File: src/rtl/fifo_burst_reader_if.sv
// Bus bundle between the burst reader, the sync_fifo read port and the
// consuming PE's input stream.
//
// Stream handshake: a word moves from producer to consumer on every rising
// clk edge where out_valid && out_ready are both high. The producer
// (master) holds out_data/out_last stable while out_valid is high and
// out_ready is low. out_valid never depends on out_ready.
//
// FIFO read port: fifo_rd_en is only raised while fifo_empty is low.
// fifo_data carries the word one cycle after the strobe.
interface fifo_burst_reader_if #(
  parameter int DATA_LEN = 8
);
  logic                fifo_rd_en;
  logic                fifo_empty;
  logic [DATA_LEN-1:0] fifo_data;
  logic                out_valid;
  logic [DATA_LEN-1:0] out_data;
  logic                out_last;
  logic                out_ready;

  modport master (
    output fifo_rd_en,
    input  fifo_empty,
    input  fifo_data,
    output out_valid,
    output out_data,
    output out_last,
    input  out_ready
  );

  modport slave (
    input  fifo_rd_en,
    output fifo_empty,
    output fifo_data,
    input  out_valid,
    input  out_data,
    input  out_last,
    output out_ready
  );
endinterface

File: src/rtl/fifo_burst_reader.sv
// Drains burst_len words from a sync_fifo with a one-cycle registered read
// and streams them out with out_last on the final word. A 2-entry skid
// buffer plus credit-based read issue keeps full rate and absorbs
// backpressure without losing words that are already in flight.
module fifo_burst_reader #(
  parameter int DATA_LEN = 8,
  parameter int LEN_W    = 4
) (
  input  logic             clk,
  input  logic             sys_rst_n,
  input  logic             start,
  input  logic [LEN_W-1:0] burst_len,
  output logic             busy,
  output logic             done,
  fifo_burst_reader_if.master bus,
  output logic [1:0]       dbg_state,
  output logic [1:0]       dbg_occ,
  output logic [LEN_W-1:0] dbg_recv
);

  typedef enum logic [1:0] {
    IDLE  = 2'd0,
    RUN   = 2'd1,
    DRAIN = 2'd2
  } state_t;

  localparam logic [LEN_W-1:0] LEN_ONE = LEN_W'(1);

  state_t              state_q, state_d;
  logic [LEN_W-1:0]    len_q, issued_q, recv_q, sent_q;
  logic [LEN_W-1:0]    len_m1;
  logic [1:0]          occ_q;
  logic                wr_ptr_q, rd_ptr_q;
  logic                inflight_q;
  logic [DATA_LEN-1:0] mem_q [2];
  logic                done_q;
  logic                pop, push, accept, credit_ok;

  assign len_m1 = len_q - LEN_ONE;
  assign pop    = bus.out_valid && bus.out_ready;
  assign push   = inflight_q;
  assign accept = (state_q == IDLE) && start && (burst_len != '0);

  // A read may issue only if the word it returns still fits after counting
  // what is buffered and already in flight, less what leaves this cycle.
  assign credit_ok = ({1'b0, occ_q} + {2'b00, inflight_q}) < (3'd2 + {2'b00, pop});

  assign bus.out_valid = (occ_q != 2'd0);
  assign bus.out_data  = mem_q[rd_ptr_q];
  assign bus.out_last  = bus.out_valid && (sent_q == len_m1);
  assign done          = done_q;
  assign dbg_state     = state_q;
  assign dbg_occ       = occ_q;
  assign dbg_recv      = recv_q;

  // State register.
  always_ff @(posedge clk or negedge sys_rst_n) begin
    if (!sys_rst_n) state_q <= IDLE;
    else            state_q <= state_d;
  end

  // Next-state: RUN until the last read issues, DRAIN until the last word leaves.
  always_comb begin
    state_d = state_q;
    case (state_q)
      IDLE:    if (accept) state_d = RUN;
      RUN:     if (bus.fifo_rd_en && (issued_q == len_m1)) state_d = DRAIN;
      DRAIN:   if (pop && bus.out_last) state_d = IDLE;
      default: state_d = IDLE;
    endcase
  end

  // FSM outputs: busy and the credit-gated FIFO read strobe.
  always_comb begin
    busy           = (state_q != IDLE);
    bus.fifo_rd_en = (state_q == RUN) && !bus.fifo_empty &&
                     (issued_q < len_q) && credit_ok;
  end

  // Burst length latch and issued/received/sent counters.
  always_ff @(posedge clk or negedge sys_rst_n) begin
    if (!sys_rst_n) begin
      len_q    <= '0;
      issued_q <= '0;
      recv_q   <= '0;
      sent_q   <= '0;
    end else if (accept) begin
      len_q    <= burst_len;
      issued_q <= '0;
      recv_q   <= '0;
      sent_q   <= '0;
    end else begin
      if (bus.fifo_rd_en) issued_q <= issued_q + LEN_ONE;
      if (push)           recv_q   <= recv_q + LEN_ONE;
      if (pop)            sent_q   <= sent_q + LEN_ONE;
    end
  end

  // Read-latency tracker: high in the cycle the FIFO presents a requested word.
  always_ff @(posedge clk or negedge sys_rst_n) begin
    if (!sys_rst_n) inflight_q <= 1'b0;
    else            inflight_q <= bus.fifo_rd_en;
  end

  // Two-entry circular output buffer; pointers wrap modulo 2.
  always_ff @(posedge clk or negedge sys_rst_n) begin
    if (!sys_rst_n) begin
      mem_q[0] <= '0;
      mem_q[1] <= '0;
      wr_ptr_q <= 1'b0;
      rd_ptr_q <= 1'b0;
      occ_q    <= 2'd0;
    end else begin
      if (push) begin
        mem_q[wr_ptr_q] <= bus.fifo_data;
        wr_ptr_q        <= ~wr_ptr_q;
      end
      if (pop) rd_ptr_q <= ~rd_ptr_q;
      case ({push, pop})
        2'b10:   occ_q <= occ_q + 2'd1;
        2'b01:   occ_q <= occ_q - 2'd1;
        default: occ_q <= occ_q;
      endcase
    end
  end

  // Completion pulse: cycle after a zero-length start or after the last handshake.
  always_ff @(posedge clk or negedge sys_rst_n) begin
    if (!sys_rst_n) done_q <= 1'b0;
    else            done_q <= ((state_q == IDLE) && start && (burst_len == '0)) ||
                              ((state_q == DRAIN) && pop && bus.out_last);
  end

endmodule

File: src/flat_wrapper.sv
// flat-port wrapper written by rule: the top's interface ports become plain ports
module fifo_burst_reader_flat 
#(
  parameter int DATA_LEN = 8,
  parameter int LEN_W    = 4
)
  (clk, sys_rst_n, start, burst_len, busy, done, dbg_state, dbg_occ, dbg_recv, bus_fifo_rd_en, bus_fifo_empty, bus_fifo_data, bus_out_valid, bus_out_data, bus_out_last, bus_out_ready);
  fifo_burst_reader_if #(.DATA_LEN(DATA_LEN)) bus_i ();
  input  logic clk;
  input  logic sys_rst_n;
  input  logic start;
  input  logic [LEN_W-1:0] burst_len;
  output logic busy;
  output logic done;
  output logic [1:0] dbg_state;
  output logic [1:0] dbg_occ;
  output logic [LEN_W-1:0] dbg_recv;
  output wire logic [$bits(bus_i.fifo_rd_en)-1:0] bus_fifo_rd_en;
  input wire logic [$bits(bus_i.fifo_empty)-1:0] bus_fifo_empty;
  input wire logic [$bits(bus_i.fifo_data)-1:0] bus_fifo_data;
  output wire logic [$bits(bus_i.out_valid)-1:0] bus_out_valid;
  output wire logic [$bits(bus_i.out_data)-1:0] bus_out_data;
  output wire logic [$bits(bus_i.out_last)-1:0] bus_out_last;
  input wire logic [$bits(bus_i.out_ready)-1:0] bus_out_ready;
  assign bus_fifo_rd_en = bus_i.fifo_rd_en;
  assign bus_i.fifo_empty = bus_fifo_empty;
  assign bus_i.fifo_data = bus_fifo_data;
  assign bus_out_valid = bus_i.out_valid;
  assign bus_out_data = bus_i.out_data;
  assign bus_out_last = bus_i.out_last;
  assign bus_i.out_ready = bus_out_ready;
  fifo_burst_reader #(.DATA_LEN(DATA_LEN), .LEN_W(LEN_W)) u_core (.clk(clk), .sys_rst_n(sys_rst_n), .start(start), .burst_len(burst_len), .busy(busy), .done(done), .bus(bus_i), .dbg_state(dbg_state), .dbg_occ(dbg_occ), .dbg_recv(dbg_recv));
endmodule
File: config.mk
export PLATFORM = sky130hd
export DESIGN_NAME = fifo_burst_reader_flat
export DESIGN_NICKNAME = d
export VERILOG_FILES = /design/src/rtl/fifo_burst_reader_if.sv /design/src/rtl/fifo_burst_reader.sv /design/src/flat_wrapper.sv
export SDC_FILE = /design/constraint.sdc
export NUM_CORES = 1
export LEC_CHECK = 0
export CORE_ASPECT_RATIO = 1.4
export CORE_MARGIN = 2
export CORE_UTILIZATION = 30
export DETAILED_ROUTE_END_ITERATION = 10
export MAX_ROUTING_LAYER = met4
export SYNTH_ARGS = -nofsm -noshare
export SYNTH_HDL_FRONTEND = slang
export SYNTH_SLANG_ARGS = --single-unit
File: constraint.sdc
create_clock -name clk -period 1.6 [get_ports clk]
set_input_delay 0.24 -clock clk [delete_from_list [all_inputs] [get_ports clk]]
set_output_delay 0.24 -clock clk [all_outputs]
set_load 0.03 [all_outputs]
Placed standard cells:
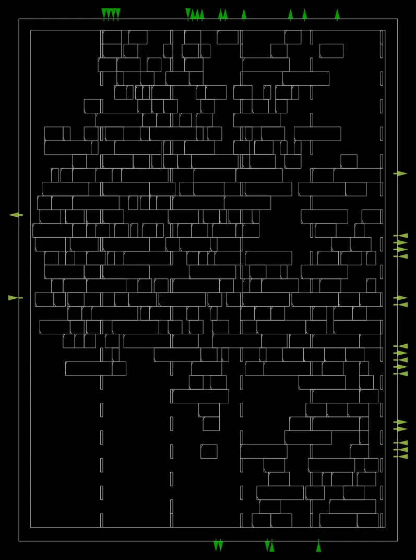
Seq/total area: 0.307
Core Rows: 36
Tap Cells: 95
Finished Layout Cells: 363
sequential cell count: 40

==> flow_metrics.tcl <==
# implementation run metrics
set metrics [dict create \
    clk_pin_slew_ps 80 \
    layout-drive-gt1-share 0.485 \
    slowest_delay_ps 400 \
    setup_viol 10 \
    fill_cells 653 \
    holdWs_ps 448 \
    setup_slack_ps -359 \
    skew_ps 6.12 \
    dp_cells 342 \
    status "finished with violations" \
    drt_wl_total_um 4830 \
    critical_path.endpoint "bus_fifo_rd_en" \
    chipArea_um2 7680 \
    syn_avg_cell_area_um2 11.9 \
    cp-end-kind "primary output" \
    grt_use_met2 0.236 \
    track_usage 0.138 \
    violations "setup timing" \
    grt_most_used_layer "met2" \
    wl_met1_um 1970 \
]
Drive-strength map:
The bar under the picture is 20 um long.
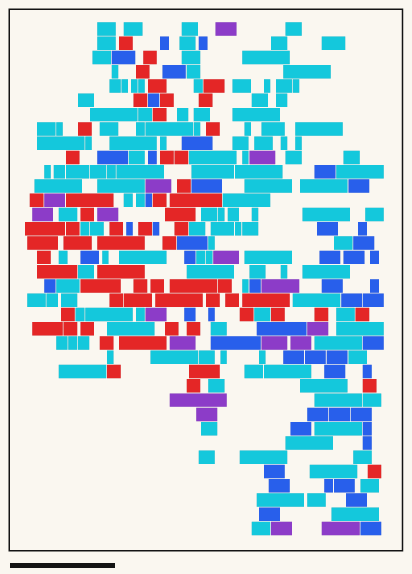
color	size	cells	share
purple	drive 6 and up	17	6.3%
cyan	drive 1 or less	138	51%
blue	drive 2	52	19%
red	drive 3 to 4	61	23%

==> power by group <==
part           total [uW]  switching (uW)  internal [uW]
sequential           1780             316           1460
combinational        4610            2240           2380
clock                 825             361            463
==> synthesized netlist by cell type (all sizes together) (3+ instances only) <==
library cell and number:
nand2b 3, ha 11, dfrtp 40, nand2 13, o21ai 7, nor2 12
xnor2 12, inv 7, a21oi 4, xor2 7, mux2i 3, mux2 24
nand4 4, nor3 3
==> kinds of logic after synthesis <==
group | Yosys count | share of synthesized area
and+or+nand+nor | 49 | 0.141
AOI/OAI and AO/OA | 19 | 0.0633
adders and majority gates | 11 | 0.0657
buffers and inverters | 10 | 0.0191
muxes | 27 | 0.143
DFF | 40 | 0.478
xor gates and xnor gates | 20 | 0.0901
==> layout make-up <==
| class | instances | area [um^2] | share of cell area |
|---|---|---|---|
| Clock buffer | 6 | 72.6 | 0.0222 |
| Inverter | 7 | 26.3 | 0.00804 |
| Clock inverter | 2 | 35.0 | 0.0107 |
| Sequential cell | 40 | 1000 | 0.307 |
| Timing Repair Buffer | 87 | 746 | 0.228 |
| Multi-Input combinational cell | 126 | 1260 | 0.387 |
| Tap cell | 95 | 119 | 0.0364 |
==> how the worst min path moves through the flow <==
stage / slack, ps / cells past startpoint / to
finish: 450 / 3 / u_core.mem_q[3]
global route: 480 / 3 / u_core.mem_q[3]
CTS: 470 / 3 / u_core.mem_q[3]
detailed placement: 230 / 2 / u_core.mem_q[3]
global placement: 230 / 2 / u_core.mem_q[3]
floorplan: -60 / 0 / u_core.dbg_occ[0]
==> repair_timing <==
item	4_1_cts	5_1_grt
endpoints found under the hold margin	40	0
hold buffers	1	0
pin swaps	12	12
gates resized	74	22
setup buffers	12	6
setup endpoints to repair	26	18
No activity file was given, so power comes from the tool's default toggle rates.
